[src/rtl/ud6_monitor.sv]
// ud6_monitor: checker/decoder for a mod-6 up/down counter (q, m sampled every clk)
//   clk      rising-edge clock shared with the counter
//   reset    asynchronous active-low reset
//   m, q     counter direction (1 = up) and state (legal 0..5)
//   onehot   registered one-hot decode of sampled q, all-0 for illegal codes
//   carry    pulse on up-wrap 5->0, borrow pulse on down-wrap 0->5
//   dir_chg  pulse when m differs from the previous tracked sample
//   wrap_cnt saturating count of carry+borrow events
//   err      illegal code or illegal step; latched (STICKY_ERR=1) or pulsed with resync (0)
module ud6_monitor #(
  parameter int WRAP_W = 8,
  parameter bit STICKY_ERR = 1'b1
) (
  input  logic              clk,
  input  logic              reset,
  input  logic              m,
  input  logic [2:0]        q,
  output logic [5:0]        onehot,
  output logic              carry,
  output logic              borrow,
  output logic              dir_chg,
  output logic [WRAP_W-1:0] wrap_cnt,
  output logic              err
);
  typedef enum logic [1:0] {INIT, TRACK, FAULT} state_t;
  state_t state, state_n;
  logic [2:0] prev_q, prev_q_n, exp_q;
  logic prev_m, prev_m_n, legal, carry_n, borrow_n, dir_chg_n, err_n;
  assign legal = q < 3'd6;
  // the step is judged against the direction held on the previous sample
  assign exp_q = prev_m ? (prev_q == 3'd5 ? 3'd0 : prev_q + 3'd1)
                        : (prev_q == 3'd0 ? 3'd5 : prev_q - 3'd1);
  always_comb begin
    state_n = state;
    prev_q_n = prev_q;
    prev_m_n = prev_m;
    carry_n = 1'b0;
    borrow_n = 1'b0;
    dir_chg_n = 1'b0;
    err_n = 1'b0;
    case (state)
      INIT: begin
        prev_q_n = q;
        prev_m_n = m;
        err_n = !legal;
        state_n = legal ? TRACK : (STICKY_ERR ? FAULT : INIT);
      end
      TRACK:
        if (!legal || q != exp_q) begin
          err_n = 1'b1;
          state_n = STICKY_ERR ? FAULT : INIT;
        end else begin
          carry_n = prev_m && prev_q == 3'd5 && q == 3'd0;
          borrow_n = !prev_m && prev_q == 3'd0 && q == 3'd5;
          dir_chg_n = m != prev_m;
          prev_q_n = q;
          prev_m_n = m;
        end
      FAULT: err_n = 1'b1;
      default: state_n = INIT;
    endcase
  end
  always_ff @(posedge clk or negedge reset)
    if (!reset) begin
      state <= INIT;
      prev_q <= '0;
      prev_m <= 1'b0;
      onehot <= '0;
      carry <= 1'b0;
      borrow <= 1'b0;
      dir_chg <= 1'b0;
      wrap_cnt <= '0;
      err <= 1'b0;
    end else begin
      state <= state_n;
      prev_q <= prev_q_n;
      prev_m <= prev_m_n;
      onehot <= legal ? 6'(6'd1 << q) : 6'd0;
      carry <= carry_n;
      borrow <= borrow_n;
      dir_chg <= dir_chg_n;
      wrap_cnt <= ((carry_n || borrow_n) && !(&wrap_cnt)) ? wrap_cnt + WRAP_W'(1) : wrap_cnt;
      err <= err_n;
    end
endmodule

[config.mk]
export PLATFORM = sky130hd
export DESIGN_NAME = ud6_monitor
export DESIGN_NICKNAME = d
export VERILOG_FILES = /design/src/rtl/ud6_monitor.sv
export SDC_FILE = /design/constraint.sdc
export NUM_CORES = 1
export LEC_CHECK = 0
export CORE_UTILIZATION = 33
export DETAILED_ROUTE_END_ITERATION = 8
export GPL_ROUTABILITY_DRIVEN = 0
export HOLD_SLACK_MARGIN = 0.12
export SLEW_MARGIN = 20
export SYNTH_ARGS = -nofsm -noshare
export SYNTH_HDL_FRONTEND = slang
export SYNTH_SLANG_ARGS = --single-unit
[constraint.sdc]
create_clock -name clk -period 3.4 [get_ports clk]
set_clock_uncertainty 0.15 [all_clocks]
set_input_delay 1.02 -clock clk [delete_from_list [all_inputs] [get_ports clk]]
set_output_delay 1.02 -clock clk [all_outputs]
set_load 0.02 [all_outputs]
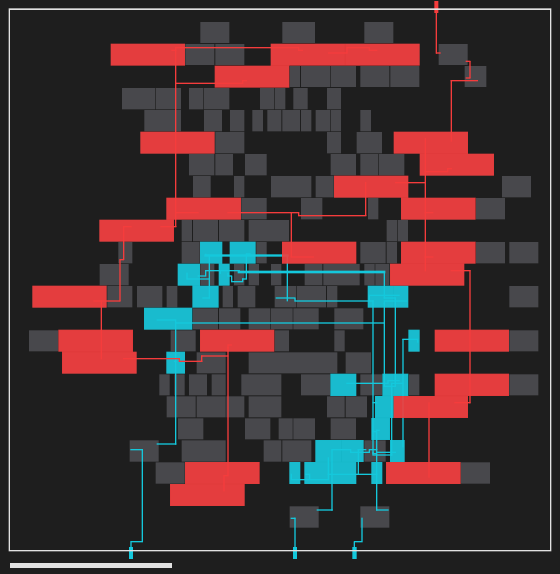
Figure 1: nets reached from selected ports.
Scale bar: 20 µm.
q -> cyan  # bits 3, direction input, edge south, end cells 22, buffers 5, wire 277 µm
reset -> red  # bits 1, direction input, edge north, end cells 24, buffers 2, wire 217 µm

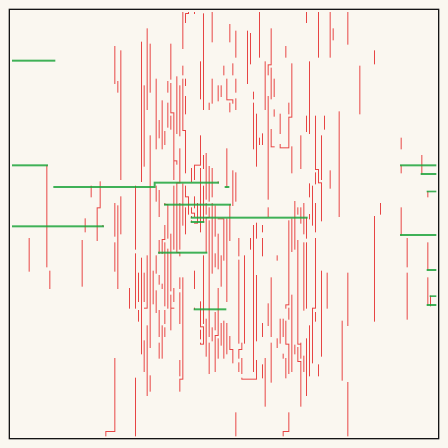
Figure 2: signal wires by layer.
Two of the layers only.
met2 -> red  # wire length 1420 µm
met3 -> green  # wire length 112 µm
via count: 1169
overall routing resource usage: 15.0%
wire length reported by the detailed router: 2.99 mm
mean routed wirelength per cell: 13.7 µm

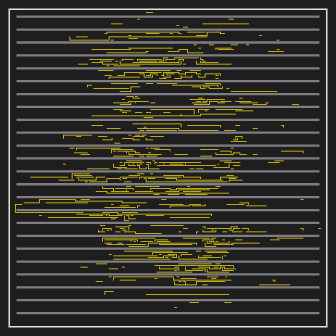
Figure 3: met1 routing.
Supply wires on this layer in gray.
wire length on this layer = 1420 µm
nets with wire on the layer = 158
longest straight run = 25.8 µm
main direction = horizontal
share of all routed wire = 48%

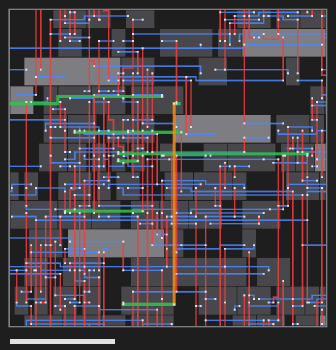
Figure 4: a small window of the routed layout.
Scale bar: 10 µm. Window x 18 to 48, y 18 to 48 µm. Cells in gray, sequential cells in the stronger gray; small squares are vias.
met2 -> red
met4 -> orange
met1 -> blue
met3 -> green
sequential cells in the window = 4
cells with their middle in the window = 69
netlist names of flops here include = prev_q (2), wrap_cnt (2)
most frequent = nand2_1 (10), buf_4 (6)

==> PnR_summary.wiki <==
=== Synthesis and place and route ===
{| class="wikitable"
! Metric !! Value
|-
| Result of the run || finished, final reports clean
|-
| PostCTS Resize Cnt || 0
|-
| Cell Count Post-Placement || roughly 210
|-
| Clock root buffer || sky130_fd_sc_hd__clkbuf_8
|-
| HP Start || wrap_cnt[3]
|-
| Metal-1 WL || 1.42 mm
|-
| Number of iterations in the first detailed-routing pass || 4
|-
| Gr busiest metal || met2
|-
| Sequential cell area in the final layout || roughly 600 µm²
|-
| Mapped Nets || 149
|-
| Antenna violations before repair || 0
|-
| Setup Total Neg Slack || 0 ns
|-
| Clock tree from TritonCTS || yes
|-
| Worst-Skew Late Latency || 0.27 ns
|-
| Worst IR drop on VDD || 256 µV
|-
| Final Critical Period || 3.01 ns
|-
| Most area-hungry cell type in the Yosys netlist || sky130_fd_sc_hd__dfrtp_1
|-
| Cell-by-cell trace of the critical path || clkdlybuf4s50_1 -> nor2b_1 -> a211oi_1 -> nor4_1 -> o32a_1 -> mux2_4
|-
| Share of layout cells above drive strength 1 || 12.5%
|-
| Maximum level of the CTS H-tree || 1
|-
| Initial drt markers || roughly 54
|-
| Number of standard cells reported by yosys || 141
|-
| Proportion of synthesized chip area in sequential cells || 43.5%
|-
| Top cells by area, synth || sky130_fd_sc_hd__dfrtp_1, sky130_fd_sc_hd__xnor2_1, sky130_fd_sc_hd__nand2_1
|-
| Multi-input combinational gate total || 104
|-
| Count of non-CTS buffers in the layout || 31
|-
| Worst hold path type || reg -> reg
|-
| Slowest cell on crit path || sky130_fd_sc_hd__clkdlybuf4s50_1
|-
| Met2 track demand over resource || a little under a quarter
|-
| OpenROAD warning count || 26
|-
| Crit Reg-Reg Startpoint || prev_q[2]
|-
| Met2 layer wire length in the routed design || approximately 1.4 mm
|-
| Share of async-settable or async-resettable flops after synthesis || 100%
|-
| CTS max path bufs || 2
|-
| Metal3 WL || 111 µm
|-
| Count of inverters not on the clock network in the layout || 5
|-
| Cell area after technology mapping || 1380 µm²
|-
| Worst slew pin tran || 0.631 ns
|-
| Number of flip-flops in the largest register || 8
|-
| Number of filler cells placed in the layout || around 370
|-
| DIE HEIGHT || 66.7 µm
|-
| Number of global-route vias before repair || roughly 1100
|-
| Instance tally after logic synthesis || 141
|-
| Number of cells on the critical path || 6
|-
| Multiplexer share of the synthesized area || 3.44%
|-
| Uppermost routed layer || met4
|-
| Chip area || 4450 µm²
|-
| Synthesized area per cell || 9.80 µm²
|-
| Total number of yosys warnings || 0
|-
| Hold buffer count at CTS || 0
|-
| Required time reported for the critical path endpoint || 3.41 ns
|-
| FMAX || between 0.3 and 0.4 GHz
|-
| Minimum hold slack || 0.373 ns
|-
| Fraction of area in multi-input gates || 40.7%
|-
| CP endpoint || prev_m
|-
| Total CTS buffers || 3
|-
| Most frequent logic cells in the routed design || sky130_fd_sc_hd__dfrtp_1, sky130_fd_sc_hd__clkdlybuf4s50_1, sky130_fd_sc_hd__nand2_1
|-
| Top Registers || wrap_cnt (8), onehot (6), prev_q (3)
|-
| Overall die width || 66.7 µm
|-
| Total of max-cap violations || 0
|-
| I/O pin cnt || 24
|-
| Signed area change from the synthesized netlist to the final layout || 27.4%
|-
| Register with the most flip-flops || wrap_cnt
|-
| Kind of cell adding the most delay to the critical path || simple AND/OR/NAND/NOR gates
|-
| Number of buffers added on ports || 23
|-
| Final ANT Viol Nets || 0
|-
| Most frequently used flop master after synthesis || sky130_fd_sc_hd__dfrtp_1
|-
| Area of the multi-input gates || 717 µm²
|-
| Top cell excl fill/tap || sky130_fd_sc_hd__dfrtp_1
|-
| Net count reported at finish || 177
|-
| CTS clock-pin slew for the worst setup and hold paths || roughly 0.090 ns
|-
| Area fraction in compound gates || 13.4%
|-
| Clock Sink Count || 24
|-
| CP peak stage delay || approximately 0.64 ns
|-
| Share of the final layout cell area in sequential cells || 34.1%
|}
[power breakdown]
part / internal (µW) / switching [µW] / total (µW)
Combinational: 243 / 285 / 529
Sequential: 327 / 87.3 / 414
Clock: 157 / 94.9 / 252
Total: 728 / 468 / 1200
[stage by stage]
| stage | instance area (µm²) | setup slack [ns] | total power, µW | utilization (%) |
|---|---|---|---|---|
| after floorplan | 1380 | 0.658 | 808 | - |
| after global placement | 1690 | 0.176 | 926 | 42.2 |
| after detailed placement | 1690 | 0.124 | 940 | 42.2 |
| after CTS | 1760 | 0.403 | 1200 | 44.0 |
| after global routing | 1760 | 0.320 | 1280 | 44.0 |
| final | 1760 | 0.388 | 1200 | 44.0 |
Power figures rest on the tool's default switching activity, not on a simulated workload.
